Signal wires on met1:
Scale: 10 px per um. Supply wires on this layer in grey. Cells faint in the background.
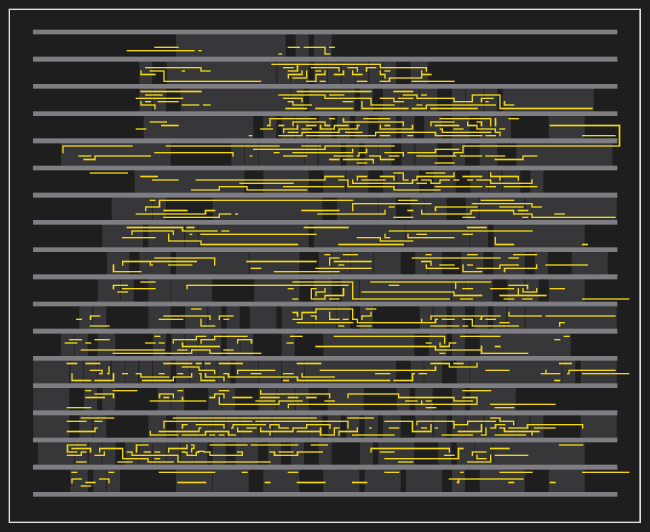
I/O nets highlighted:
Scale: 6 px per um.
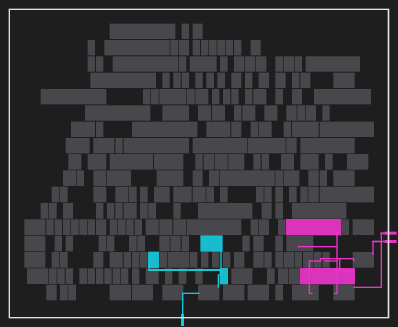
## src/rtl/dir_queue_pkg.sv

```systemverilog
// Shared constants for the snake game input path: direction codes, game
// states, PS/2 set-2 make codes and the key decoder used by dir_queue.
package dir_queue_pkg;

   typedef enum logic [1:0] {
      DIR_UP    = 2'd0,
      DIR_RIGHT = 2'd1,
      DIR_DOWN  = 2'd2,
      DIR_LEFT  = 2'd3
   } dir_t;

   typedef enum logic [1:0] {
      ST_IDLE  = 2'd0,
      ST_RUN   = 2'd1,
      ST_PAUSE = 2'd2,
      ST_DEAD  = 2'd3
   } state_t;

   localparam logic [7:0] SC_W     = 8'h1D;
   localparam logic [7:0] SC_D     = 8'h23;
   localparam logic [7:0] SC_S     = 8'h1B;
   localparam logic [7:0] SC_A     = 8'h1C;
   localparam logic [7:0] SC_UP    = 8'h75;
   localparam logic [7:0] SC_RIGHT = 8'h74;
   localparam logic [7:0] SC_DOWN  = 8'h72;
   localparam logic [7:0] SC_LEFT  = 8'h6B;
   localparam logic [7:0] SC_ENTER = 8'h5A;
   localparam logic [7:0] SC_SPACE = 8'h29;

   typedef struct packed {
      logic       valid;
      logic [1:0] dir;
   } key_dec_t;

   function automatic logic [1:0] opposite(input logic [1:0] d);
      return d + 2'd2;
   endfunction

   // wasd_en / arrow_en select which key groups steer the calling player.
   function automatic key_dec_t decode_key(input logic [7:0] code,
                                           input logic       wasd_en,
                                           input logic       arrow_en);
      key_dec_t d;
      d.valid = 1'b0;
      d.dir   = DIR_UP;
      if (wasd_en) begin
         case (code)
            SC_W:    begin d.valid = 1'b1; d.dir = DIR_UP;    end
            SC_D:    begin d.valid = 1'b1; d.dir = DIR_RIGHT; end
            SC_S:    begin d.valid = 1'b1; d.dir = DIR_DOWN;  end
            SC_A:    begin d.valid = 1'b1; d.dir = DIR_LEFT;  end
            default: ;
         endcase
      end
      if (arrow_en) begin
         case (code)
            SC_UP:    begin d.valid = 1'b1; d.dir = DIR_UP;    end
            SC_RIGHT: begin d.valid = 1'b1; d.dir = DIR_RIGHT; end
            SC_DOWN:  begin d.valid = 1'b1; d.dir = DIR_DOWN;  end
            SC_LEFT:  begin d.valid = 1'b1; d.dir = DIR_LEFT;  end
            default:  ;
         endcase
      end
      return d;
   endfunction

endpackage

```

## src/rtl/dir_queue_fifo.sv

```systemverilog
// Small direction FIFO: 2-bit entries, extra pointer MSB distinguishes full
// from empty, exposes both head and most recently written entry.
module dir_fifo #(
   parameter int DEPTH = 4
) (
   input  logic       clk,
   input  logic       rst,
   input  logic       flush,
   input  logic       push,
   input  logic       pop,
   input  logic [1:0] din,
   output logic [1:0] head,
   output logic [1:0] last,
   output logic       full,
   output logic       empty
);

   localparam int AW = $clog2(DEPTH);
   localparam logic [AW:0] PTR_ONE = 1;

   logic [AW:0] wr_ptr;
   logic [AW:0] rd_ptr;
   logic [AW:0] wr_prev;
   logic [1:0]  mem [DEPTH];
   logic        do_pop;
   logic        do_push;

   assign empty   = (wr_ptr == rd_ptr);
   assign full    = (wr_ptr[AW] != rd_ptr[AW]) &&
                    (wr_ptr[AW-1:0] == rd_ptr[AW-1:0]);
   assign do_pop  = pop && !empty;
   // A pop in the same cycle frees the slot the push needs.
   assign do_push = push && (!full || do_pop);
   assign wr_prev = wr_ptr - PTR_ONE;
   assign head    = mem[rd_ptr[AW-1:0]];
   assign last    = mem[wr_prev[AW-1:0]];

   always_ff @(posedge clk or posedge rst) begin
      if (rst) begin
         wr_ptr <= '0;
         rd_ptr <= '0;
      end else if (flush) begin
         wr_ptr <= '0;
         rd_ptr <= '0;
      end else begin
         if (do_push) wr_ptr <= wr_ptr + PTR_ONE;
         if (do_pop)  rd_ptr <= rd_ptr + PTR_ONE;
      end
   end

   always_ff @(posedge clk) begin
      if (do_push && !flush) mem[wr_ptr[AW-1:0]] <= din;
   end

endmodule

```

## src/rtl/dir_queue.sv

```systemverilog
// Keyboard-driven game control: start/pause/dead state machine plus a
// per-player queue of pending turns applied one per game tick.
//
//   state    | meaning
//   ---------+-------------------------------------------------
//   ST_IDLE  | power-up, waiting for Enter
//   ST_RUN   | game running, turns queued, ticks forwarded
//   ST_PAUSE | frozen, only Space (resume) or dead accepted
//   ST_DEAD  | collision seen, waiting for Enter to restart
module dir_queue
   import dir_queue_pkg::*;
#(
   parameter int PLAYERS = 1,
   parameter int DEPTH   = 4
) (
   input  logic                   clk,
   input  logic                   rst,
   input  logic [7:0]             key,
   input  logic                   key_pressed,
   input  logic                   step,
   input  logic                   dead,
   output logic [2*PLAYERS-1:0]   snake_dir,
   output logic                   step_out,
   output logic [1:0]             state,
   output logic [PLAYERS-1:0]     overflow
);

   state_t state_q;
   state_t state_nxt;
   logic   flush;
   logic   step_run;
   logic   dir_en;
   logic   is_enter;
   logic   is_space;

   assign is_enter = key_pressed && (key == SC_ENTER);
   assign is_space = key_pressed && (key == SC_SPACE);

   always_ff @(posedge clk or posedge rst) begin
      if (rst) state_q <= ST_IDLE;
      else     state_q <= state_nxt;
   end

   always_comb begin
      state_nxt = state_q;
      flush     = 1'b0;
      step_run  = 1'b0;
      dir_en    = 1'b0;
      case (state_q)
         ST_IDLE: begin
            if (is_enter) begin
               state_nxt = ST_RUN;
               flush     = 1'b1;
            end
         end
         ST_RUN: begin
            step_run = step;
            dir_en   = key_pressed;
            if (dead)          state_nxt = ST_DEAD;
            else if (is_space) state_nxt = ST_PAUSE;
         end
         ST_PAUSE: begin
            if (dead)          state_nxt = ST_DEAD;
            else if (is_space) state_nxt = ST_RUN;
         end
         ST_DEAD: begin
            if (is_enter) begin
               state_nxt = ST_RUN;
               flush     = 1'b1;
            end
         end
         default: state_nxt = ST_IDLE;
      endcase
   end

   always_ff @(posedge clk or posedge rst) begin
      if (rst) step_out <= 1'b0;
      else     step_out <= step_run;
   end

   assign state = state_q;

   for (genvar p = 0; p < PLAYERS; p++) begin : g_player
      key_dec_t   dec;
      logic [1:0] ref_dir;
      logic [1:0] head;
      logic [1:0] last;
      logic [1:0] dir_q;
      logic       full;
      logic       empty;
      logic       accept;
      logic       ovf_q;

      // With a single player the arrow keys also steer player 0.
      assign dec     = decode_key(key, (p == 0), (p == 1) || (PLAYERS == 1));
      assign ref_dir = empty ? dir_q : last;
      assign accept  = dir_en && dec.valid &&
                       (dec.dir != ref_dir) && (dec.dir != opposite(ref_dir));

      dir_fifo #(.DEPTH(DEPTH)) u_fifo (
         .clk   (clk),
         .rst   (rst),
         .flush (flush),
         .push  (accept),
         .pop   (step_run),
         .din   (dec.dir),
         .head  (head),
         .last  (last),
         .full  (full),
         .empty (empty)
      );

      always_ff @(posedge clk or posedge rst) begin
         if (rst) begin
            dir_q <= DIR_RIGHT;
            ovf_q <= 1'b0;
         end else if (flush) begin
            dir_q <= DIR_RIGHT;
            ovf_q <= 1'b0;
         end else begin
            if (step_run && !empty) dir_q <= head;
            if (accept && full && !step_run) ovf_q <= 1'b1;
         end
      end

      assign snake_dir[2*p+1:2*p] = dir_q;
      assign overflow[p]          = ovf_q;
   end

endmodule

```

## config.mk

```make
export PLATFORM = sky130hd
export DESIGN_NAME = dir_queue
export DESIGN_NICKNAME = d
export VERILOG_FILES = /design/src/rtl/dir_queue_pkg.sv /design/src/rtl/dir_queue_fifo.sv /design/src/rtl/dir_queue.sv
export SDC_FILE = /design/constraint.sdc
export NUM_CORES = 1
export LEC_CHECK = 0
export ABC_AREA = 1
export CAP_MARGIN = 10
export CORE_ASPECT_RATIO = 0.8
export CORE_MARGIN = 2
export CORE_UTILIZATION = 55
export CTS_CLUSTER_DIAMETER = 30
export DETAILED_ROUTE_END_ITERATION = 8
export GPL_ROUTABILITY_DRIVEN = 0
export HOLD_SLACK_MARGIN = 0.08
export PLACE_DENSITY = 0.83
export SLEW_MARGIN = 20
export SYNTH_ARGS = -nofsm -noshare
export SYNTH_HDL_FRONTEND = slang
export SYNTH_SLANG_ARGS = --single-unit
```

## constraint.sdc

```tcl
create_clock -name clk -period 4.9 [get_ports clk]
set_input_delay 0.49 -clock clk [delete_from_list [all_inputs] [get_ports clk]]
set_output_delay 0.49 -clock clk [all_outputs]
set_load 0.01 [all_outputs]
```

==> summary.txt <==
impl run done, here's what came out: setup bufs post-CTS=0, chip area=around 3200 sq um, Area after DPL=1750 sq um, tool warning count=30, Worst-path clk slew=0.11 ns, skew final=0.00699 ns, worst min path class=primary input to async pin, post-route ant nets=0, Flops after synth=20, final setup margin=about 2.8 ns, status=finished, final reports clean, min cycle time layout=2.14 ns, WL per Instance=between 10 and 15 um, final setup violation count=0, Syn Area/Cell=just over 7 sq um, yosys warns=0, largest net degree at the start of global routing=13, I/O pin cnt=19, cts repair resizes=0, via count=1382, fin nets=about 260, cts hold-fix bufs=0, slowest CP cell=clkdlybuf4s50_1, f_max=around 0.47 GHz, Worst setup EP type=flop, Final Max Slew Viols=0, Total Routing Usage GR=0.213, worst reg-to-reg setup slack=~2.8 ns, Die Ht=approximately 51 um, Setup TNS=0 ns, Crit path max-delay family=simple AND/OR/NAND/NOR gates, Worst setup SP type=primary input, antenna cells=0, chip area in the Yosys report=between 1500 and 2000 sq um, Clock Sinks=20, layout cells sized above 1=0.160, crit path from=key[5], Power Dens Cells=approximately 400 nW/um^2, Cell Type Count=24, worst hold slack=~0.48 ns, met2 Usage GRT=0.337, Seq share, synth=0.354, PortBufs=18, DR pass1 iterations=4, reg2reg start=g_player[0].u_fifo.wr_ptr[0], final hold viol count=0, global route total overflow=0, cell area after layout=~1800 sq um, TritonCTS Buffers=3, first-pass GRT wire length=~5400 um, root buffer cell=clkbuf_4
Notes on 'signal wires on met1' above:
wire length on this layer	1530 um
nets with wire on the layer	233
WL final: 3060 um
grt met1 use: 0.300

Notes on 'I/O nets highlighted' above:
colour	port	bits	direction	end cells	buffers	wire
magenta	state	2	output	2	2	56.4 um
cyan	key_pressed	1	input	3	1	27.8 um

## final cells by class
cell class	instances	area (sq um)
fillers	245	912
multi-input cells	158	841
flip-flops and latches	20	542
repair buffers	18	180
inverters	38	143
well taps	38	47.5
clock buffers	4	36.3
## sequential cells by signal, indices dropped and copies added (netlist names)
name and cells:
g_player.u_fifo.rd_ptr 3, state 2, snake_dir 2, overflow 1, g_player.u_fifo.mem 8, step_out 1
g_player.u_fifo.wr_ptr 3
## cell usage in the layout, fill, tap and decap left out, drive strengths merged
master,n
nand2,69
inv,38
nor2,33
clkdlybuf4s50,18
o21ai,15
nand3,15
dfrtp,11
edfxtp,8
a21oi,8
ha,7
nand4,6
clkbuf,4
nor3,3
xor2,1
a311oi,1
dfstp,1
## power breakdown
part	leakage, nW	switching, mW	total, mW	internal, mW
combinational	0.664	0.227	0.372	0.145
clock	0.0210	0.0478	0.0931	0.0453
sequential	0.219	0.0357	0.249	0.213
total	0.904	0.310	0.713	0.403
## layer usage
metal	wire length, um	share of wire
met4	36	0.012
met3	184	0.060
met5	0	0
met2	1310	0.43
met1	1530	0.50
## worst paths after layout
path	endpoint	cells past startpoint
setup / recovery	g_player[0].u_fifo.mem[2][1]	11
hold / removal	state[0]	2
setup reg to reg	g_player[0].u_fifo.mem[2][1]	10
hold reg to reg	overflow	2
max in group asynchronous	snake_dir[0]	2
min in group clk	overflow	2
## through the flow
stage,instances,util,power (mW)
floorplan,217,-,0.513
global placement,272,0.649,0.616
detailed placement,272,0.649,0.622
CTS,276,0.662,0.716
global route,276,0.662,0.786
finish,276,0.662,0.713
## Yosys cell counts
library cell  count
nand4_1           6
nor2_2            2
inv_1            29
nand3_4           1
nor2_1           30
nand3_2           2
o21ai_0          14
clkbuf_1          1
a21oi_1           7
nor3_1            3
nand2_4           4
nand2_1          52
nor2_8            1
dfrtp_1          11
dfstp_2           1
edfxtp_1          8
o21ai_1           1
a21oi_2           1
nand3_1          12
nand2_2          13
a311oi_1          1
ha_1              7
xor2_1            1
inv_2             9
## logic make-up (layout without fill, tap and decap cells)
group	Yosys count	in the layout	share of synthesized area
xor+xnor	1	1	0.00573
buf+inv	39	60	0.0957
flops	20	20	0.354
fa+ha+maj	7	7	0.0573
simple gates	126	126	0.403
compound gates	24	24	0.0835
Power figures rest on the tool's default switching activity, not on a simulated workload.
